[config.mk]
export PLATFORM = sky130hd
export DESIGN_NAME = tmds_encoder
export DESIGN_NICKNAME = d
export VERILOG_FILES = /design/src/rtl/tmds_pkg.sv /design/src/rtl/tmds_encoder.sv
export SDC_FILE = /design/constraint.sdc
export NUM_CORES = 1
export LEC_CHECK = 0
export CORE_ASPECT_RATIO = 1.75
export CORE_MARGIN = 5
export CORE_UTILIZATION = 34
export CTS_BUF_LIST = sky130_fd_sc_hd__clkbuf_4
export DETAILED_ROUTE_END_ITERATION = 8
export SETUP_SLACK_MARGIN = 0.2
export SYNTH_ARGS = -nofsm -noshare
export SYNTH_HDL_FRONTEND = slang
export SYNTH_SLANG_ARGS = --single-unit
[constraint.sdc]
create_clock -name i_clk -period 4.5 [get_ports i_clk]
set_input_delay 1.35 -clock i_clk [delete_from_list [all_inputs] [get_ports i_clk]]
set_output_delay 1.35 -clock i_clk [all_outputs]
set_load 0.05 [all_outputs]
[src/rtl/tmds_pkg.sv]
// Shared TMDS definitions: control symbols, pipeline latency, disparity type and popcount.
// Used by every channel encoder instance and by the serializer.
package tmds_pkg;

  localparam int unsigned TMDS_LATENCY = 2;

  typedef logic signed [4:0] disparity_t;

  // Indexed by {C1,C0}
  localparam logic [9:0] CTRL_SYM [4] = '{
    10'b1101010100,
    10'b0010101011,
    10'b0101010100,
    10'b1010101011
  };

  function automatic logic [3:0] popcount8(input logic [7:0] v);
    logic [3:0] n;
    n = 4'd0;
    for (int i = 0; i < 8; i++) begin
      n = n + 4'(v[i]);
    end
    return n;
  endfunction

endpackage

[src/rtl/tmds_encoder.sv]
// DVI/HDMI TMDS 8b/10b channel encoder, two-stage pipeline: transition minimisation,
// then DC balance against a running disparity.
module tmds_encoder
  import tmds_pkg::*;
#(
  parameter logic [9:0] RESET_SYMBOL = 10'b1101010100
) (
  input  logic       i_clk,
  input  logic       i_rst_n,
  input  logic       i_de,
  input  logic [7:0] i_data,
  input  logic [1:0] i_ctrl,
  output logic [9:0] o_tmds,
  output logic       o_de
);

  logic [3:0] n1d;
  logic       use_xnor;
  logic [8:0] qm_d;

  logic [8:0] qm_q;
  logic [3:0] n1q_q;
  logic       de1_q;
  logic [1:0] ctrl1_q;

  disparity_t cnt_q, cnt_d;
  logic [9:0] tmds_q, tmds_d;
  logic       de_q;

  always_comb begin
    n1d      = popcount8(i_data);
    use_xnor = (n1d > 4'd4) || ((n1d == 4'd4) && !i_data[0]);
    qm_d     = '0;
    qm_d[0]  = i_data[0];
    for (int i = 1; i < 8; i++) begin
      qm_d[i] = use_xnor ? ~(qm_d[i-1] ^ i_data[i]) : (qm_d[i-1] ^ i_data[i]);
    end
    qm_d[8] = ~use_xnor;
  end

  always_ff @(posedge i_clk or negedge i_rst_n) begin
    if (!i_rst_n) begin
      qm_q    <= '0;
      n1q_q   <= '0;
      de1_q   <= 1'b0;
      ctrl1_q <= 2'b00;
    end else begin
      qm_q    <= qm_d;
      n1q_q   <= popcount8(qm_d[7:0]);
      de1_q   <= i_de;
      ctrl1_q <= i_ctrl;
    end
  end

  // Disparity math is done at 6 bits signed so intermediate sums cannot wrap.
  logic signed [5:0] n1s, n0s, diff, cnt_ext, qm8_x2, nqm8_x2, sum;

  always_comb begin
    n1s     = $signed({2'b00, n1q_q});
    n0s     = 6'sd8 - n1s;
    diff    = n1s - n0s;
    cnt_ext = {cnt_q[4], cnt_q};
    qm8_x2  = qm_q[8] ? 6'sd2 : 6'sd0;
    nqm8_x2 = qm_q[8] ? 6'sd0 : 6'sd2;
    sum     = 6'sd0;
    tmds_d  = CTRL_SYM[ctrl1_q];
    if (!de1_q) begin
      sum = 6'sd0;
    end else if ((cnt_q == 5'sd0) || (diff == 6'sd0)) begin
      tmds_d = {~qm_q[8], qm_q[8], qm_q[8] ? qm_q[7:0] : ~qm_q[7:0]};
      sum    = qm_q[8] ? (cnt_ext + diff) : (cnt_ext - diff);
    end else if (((cnt_q > 5'sd0) && (diff > 6'sd0)) || ((cnt_q < 5'sd0) && (diff < 6'sd0))) begin
      tmds_d = {1'b1, qm_q[8], ~qm_q[7:0]};
      sum    = cnt_ext + qm8_x2 - diff;
    end else begin
      tmds_d = {1'b0, qm_q[8], qm_q[7:0]};
      sum    = cnt_ext + diff - nqm8_x2;
    end
    cnt_d = sum[4:0];
  end

  always_ff @(posedge i_clk or negedge i_rst_n) begin
    if (!i_rst_n) begin
      tmds_q <= RESET_SYMBOL;
      de_q   <= 1'b0;
      cnt_q  <= '0;
    end else begin
      tmds_q <= tmds_d;
      de_q   <= de1_q;
      cnt_q  <= cnt_d;
    end
  end

  assign o_tmds = tmds_q;
  assign o_de   = de_q;

  cnt_range_a: assert property (@(posedge i_clk) disable iff (!i_rst_n)
    (cnt_q >= -5'sd8) && (cnt_q <= 5'sd8) && !cnt_q[0]);

endmodule
Fig. 1: run 1, cell density map
Scale bar: 20 um. 8 x 13 tiles, from dark purple (low) to yellow (high), 0 to 100% covered.
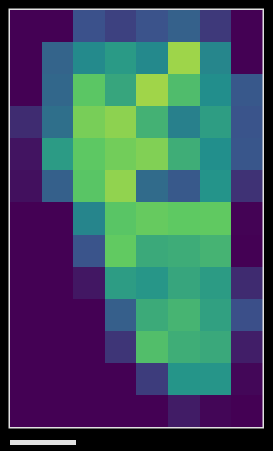
tiles over 75% full: 11%
emptiest ninth of the die: bottom left
mean over tiles: 33%
nearly empty tiles: 31%
fullest tile: 85%
densest ninth of the die: middle

Fig. 2: run 1, routed metal, one color a layer
Two of the layers only.
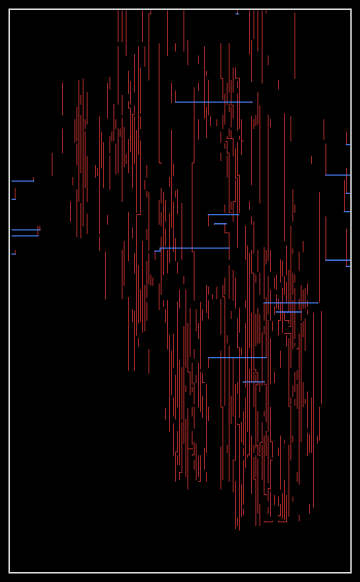
legend:
  met2:
    color: red
    wire_length: 3130 um
  met3:
    color: blue
    wire_length: 111 um

==> impl_metrics.py, run 1 <==
# Physical implementation metrics
metrics = {
    "detailed_routing": {
        "route.met3.wl_um": 110,
        "wl_um": 5100,
        "vias_per_cell": 4.92,
        "top_layer": "met4",
        "wl_met1_um": 1790,
        "vias": 1958,
        "drc": 0,
        "ant_nets": 0,
    },
    "global_route": {
        "use_met3_pct": 1.43,
        "grt_max_degree": 33,
        "antenna_found_initial": 0,
        "met2_usage_pct": 24.0,
        "grt_pass1_wl_um": 9430,
        "gr-usage-all-layers_pct": 11.7,
        "grt_pass1_vias": 2125,
    },
    "cells_and_area": {
        "clkbuf_count": 6,
        "drive_gt1_share_pct": 26.1,
        "comb_share_pct": 50.6,
        "clock_tree_area_fraction_pct": 1.72,
        "final_cells": 398,
        "largest_cell_class": "combinational gates",
        "fin_nets": 359,
        "largest_register_ffs": 10,
        "regArea_um2": 807,
        "seq_cells": 32,
        "area_growth_syn_to_layout_pct": 26.0,
        "layout.nonclk_buf_share_pct": 14.9,
    },
    "outcome": {
        "status": "complete, but fails checks",
        "violations": "negative setup slack",
    },
    "place": {
        "port_buffers": 23,
        "gp_congestion": 0.811,
        "pre_cts_slack_ps": -2650,
        "place_area_um2": 3030,
    },
    "worst_setup_path": {
        "r2r-end": "cnt_q[4]",
        "crit_cells": 22,
        "critical_path.most_common_cell": "fa_1",
        "arrival_ps": 6700,
        "slowest_stage": "fa_1",
        "path_cells": "buf_8, inv_4, fa_1, fa_1, fa_1, inv_1, ha_2, fa_1, nor3_2, o21ai_1, a21oi_2, buf_4, xnor2_2, inv_1, fa_1, xor2_1, ha_1, fa_1, ha_4, inv_2, fa_2, inv_2",
        "crit_path_start": "i_data[1]",
        "crit_type": "in2reg",
        "cp.required_ps": 4730,
    },
    "yosys": {
        "synthTopCellsByCount": "40 x inv_1, 27 x dfrtp_1, 26 x ha_1",
        "yosys.area_share.aoi_pct": 15.6,
        "avgSynthCellArea_um2": 10.2,
        "synth_chip_area_um2": 2600,
        "ys.flop_type": "dfrtp_1",
        "yosysCellCount": 255,
        "yosys_warnings": 0,
        "simple_gate_area_share_pct": 13.5,
    },
    "timing": {
        "report.final.slew_viol_count": 0,
        "hold_viol": 0,
        "worst_slack_ps": -1980,
        "hold_ws_ps": 408,
        "grt_setup_unrepaired": "yes",
        "tns_ps": -7160,
        "finalSetupViolCount": 5,
        "max_freq_mhz": 154,
        "timing.final.crit_share_pct": 144,
    },
    "clock_tree": {
        "cts_sinks": 32,
        "cts_resized": 31,
        "postCtsSetupBuffers": 4,
        "clock_path_buffers": 2,
        "cts_tree": "yes",
    },
    "floorplanning": {
        "ios": 24,
        "die_w_um": 76.1,
        "floorplan.core_util_pct": 34.6,
        "coreArea_um2": 7510,
        "die_area_um2": 9560,
    },
    "flow_run": {
        "cap_violations": 0,
    },
}
Fig. 3: run 1, wire density map
15 x 25 tiles, from dark purple (low) to yellow (high), scaled to the fullest tile. Values are wire area over tile area, all layers added.
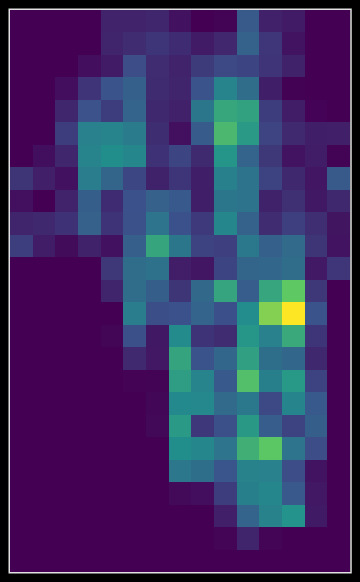
mean over tiles: 0.081
fullest tile: 0.51
densest ninth of the die: right middle
emptiest ninth of the die: bottom left

Fig. 4: run 1, sequential cells grouped by signal name
Scale bar: 20 um.
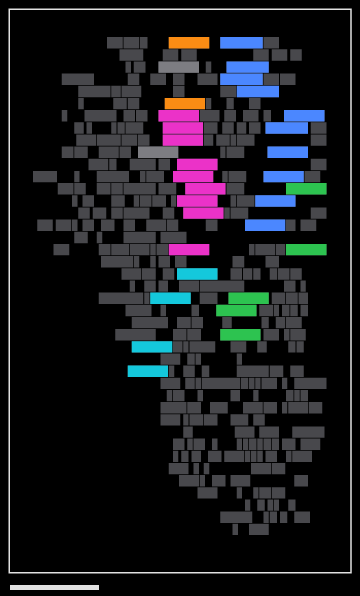
legend:
  ctrl1_q:
    color: orange
    flops: 2
  qm_q:
    color: magenta
    flops: 9
  n1q_q:
    color: cyan
    flops: 4
    where: middle
  o_tmds:
    color: blue
    flops: 10
    where: top right
  cnt_q:
    color: green
    flops: 5
not colored: 2

## Run 2: what changed since run 1
--- a/config.mk
+++ b/config.mk
@@ -5,11 +5,15 @@
 export SDC_FILE = /design/constraint.sdc
 export NUM_CORES = 1
 export LEC_CHECK = 0
+export CELL_PAD_IN_SITES_DETAIL_PLACEMENT = 2
+export CELL_PAD_IN_SITES_GLOBAL_PLACEMENT = 2
 export CORE_ASPECT_RATIO = 1.75
 export CORE_MARGIN = 5
 export CORE_UTILIZATION = 34
 export CTS_BUF_LIST = sky130_fd_sc_hd__clkbuf_4
+export CTS_CLUSTER_SIZE = 40
 export DETAILED_ROUTE_END_ITERATION = 8
+export PLACE_DENSITY_LB_ADDON = 0.1
 export SETUP_SLACK_MARGIN = 0.2
 export SYNTH_ARGS = -nofsm -noshare
 export SYNTH_HDL_FRONTEND = slang
Fig. 5: run 2, cell density map
Scale bar: 20 um. 8 x 13 tiles, from dark purple (low) to yellow (high), 0 to 100% covered.
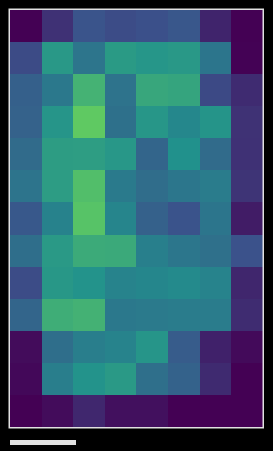
fullest tile: 75%
nearly empty tiles: 7.7%
emptiest ninth of the die: bottom right
mean over tiles: 34%
tiles over 75% full: 1.0%

Fig. 6: run 2, routed metal, one color a layer
Two of the layers only.
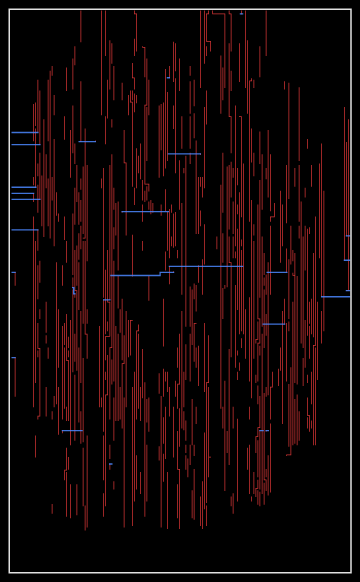
legend:
  met2:
    color: red
    wire_length: 4760 um
  met3:
    color: blue
    wire_length: 114 um

==> run 2 against run 1 <==
The flow still finishes with violations (negative setup slack); design area up 3.7%; flip-flop count unchanged; first-iteration DRC count decreased by 35%; critical path depth unchanged; register-to-register slack got worse by 20 ps; wire length rose by 47%; via count is 5.5% higher; sequential share of layout area down 0.89 points.
==> impl_metrics.py, run 2 <==
# Physical implementation metrics
metrics = {
    "yosys": {
        "yosys_warnings": 0,
        "synth_chip_area_um2": 2600,
        "yosysCellCount": 255,
        "ys.flop_type": "dfrtp_1",
        "ys_sh_adder_pct": 21.0,
        "synthTopCellsByCount": "40 x inv_1, 27 x dfrtp_1, 26 x ha_1",
        "avgSynthCellArea_um2": 10.2,
        "yosys.area_share.aoi_pct": 15.6,
    },
    "worst_setup_path": {
        "cp.required_ps": 4770,
        "slowest_stage": "fa_1",
        "crit_type": "in2reg",
        "path_cells": "buf_8, inv_4, fa_1, fa_1, fa_1, inv_2, ha_4, fa_1, nor3_4, o21ai_2, a21oi_2, buf_4, xnor2_4, inv_2, fa_1, xor2_1, ha_1, fa_2, ha_4, inv_2, fa_2, inv_1",
        "crit_cells": 22,
        "arrival_ps": 6820,
        "r2r-end": "cnt_q[4]",
        "critical_path.most_common_cell": "fa_1",
        "crit_path_start": "i_data[0]",
    },
    "timing": {
        "report.final.slew_viol_count": 0,
        "tightest_slew_ps": 637,
        "tns_ps": -7380,
        "grt_setup_unrepaired": "yes",
        "finalSetupViolCount": 5,
        "finClkSkew_ps": 10.3,
        "hold_viol": 0,
        "max_freq_mhz": 153,
        "timing.final.crit_share_pct": 146,
        "worst_slack_ps": -2050,
        "hold_ws_ps": 413,
    },
    "floorplanning": {
        "coreArea_um2": 7510,
        "ios": 24,
        "floorplan.core_util_pct": 34.6,
        "die_area_um2": 9560,
        "die_w_um": 76.1,
    },
    "cells_and_area": {
        "fin_nets": 365,
        "layout.nonclk_buf_share_pct": 15.5,
        "largest_cell_class": "combinational gates",
        "seq_cells": 32,
        "final_core_util_pct": 45.2,
        "clkbuf_count": 5,
        "drive_gt1_share_pct": 28.8,
        "area_growth_syn_to_layout_pct": 30.7,
        "final_cells": 405,
        "clock_tree_area_fraction_pct": 2.36,
        "comb_share_pct": 50.6,
        "regArea_um2": 807,
        "largest_register_ffs": 10,
    },
    "global_route": {
        "use_met3_pct": 1.57,
        "grt_max_degree": 33,
        "antenna_found_initial": 1,
        "gr-usage-all-layers_pct": 17.2,
        "met2_usage_pct": 36.2,
        "grt_pass1_vias": 2472,
    },
    "detailed_routing": {
        "vias_per_cell": 5.10,
        "wl_um": 7500,
        "route.met3.wl_um": 114,
        "ant_nets": 0,
        "drc": 0,
        "wl_met1_um": 2360,
        "vias": 2065,
        "firstDrtPassIters": 4,
        "top_layer": "met4",
    },
    "clock_tree": {
        "cts_sinks": 32,
        "cts_resized": 35,
        "postCtsSetupBuffers": 6,
        "cts_tree": "yes",
        "clock_path_buffers": 2,
    },
    "place": {
        "place_area_um2": 3080,
        "gp_congestion": 0.790,
        "pre_cts_slack_ps": -2810,
        "port_buffers": 23,
    },
    "flow_run": {
        "cap_violations": 0,
    },
    "outcome": {
        "violations": "negative setup slack",
        "status": "complete, but fails checks",
    },
}
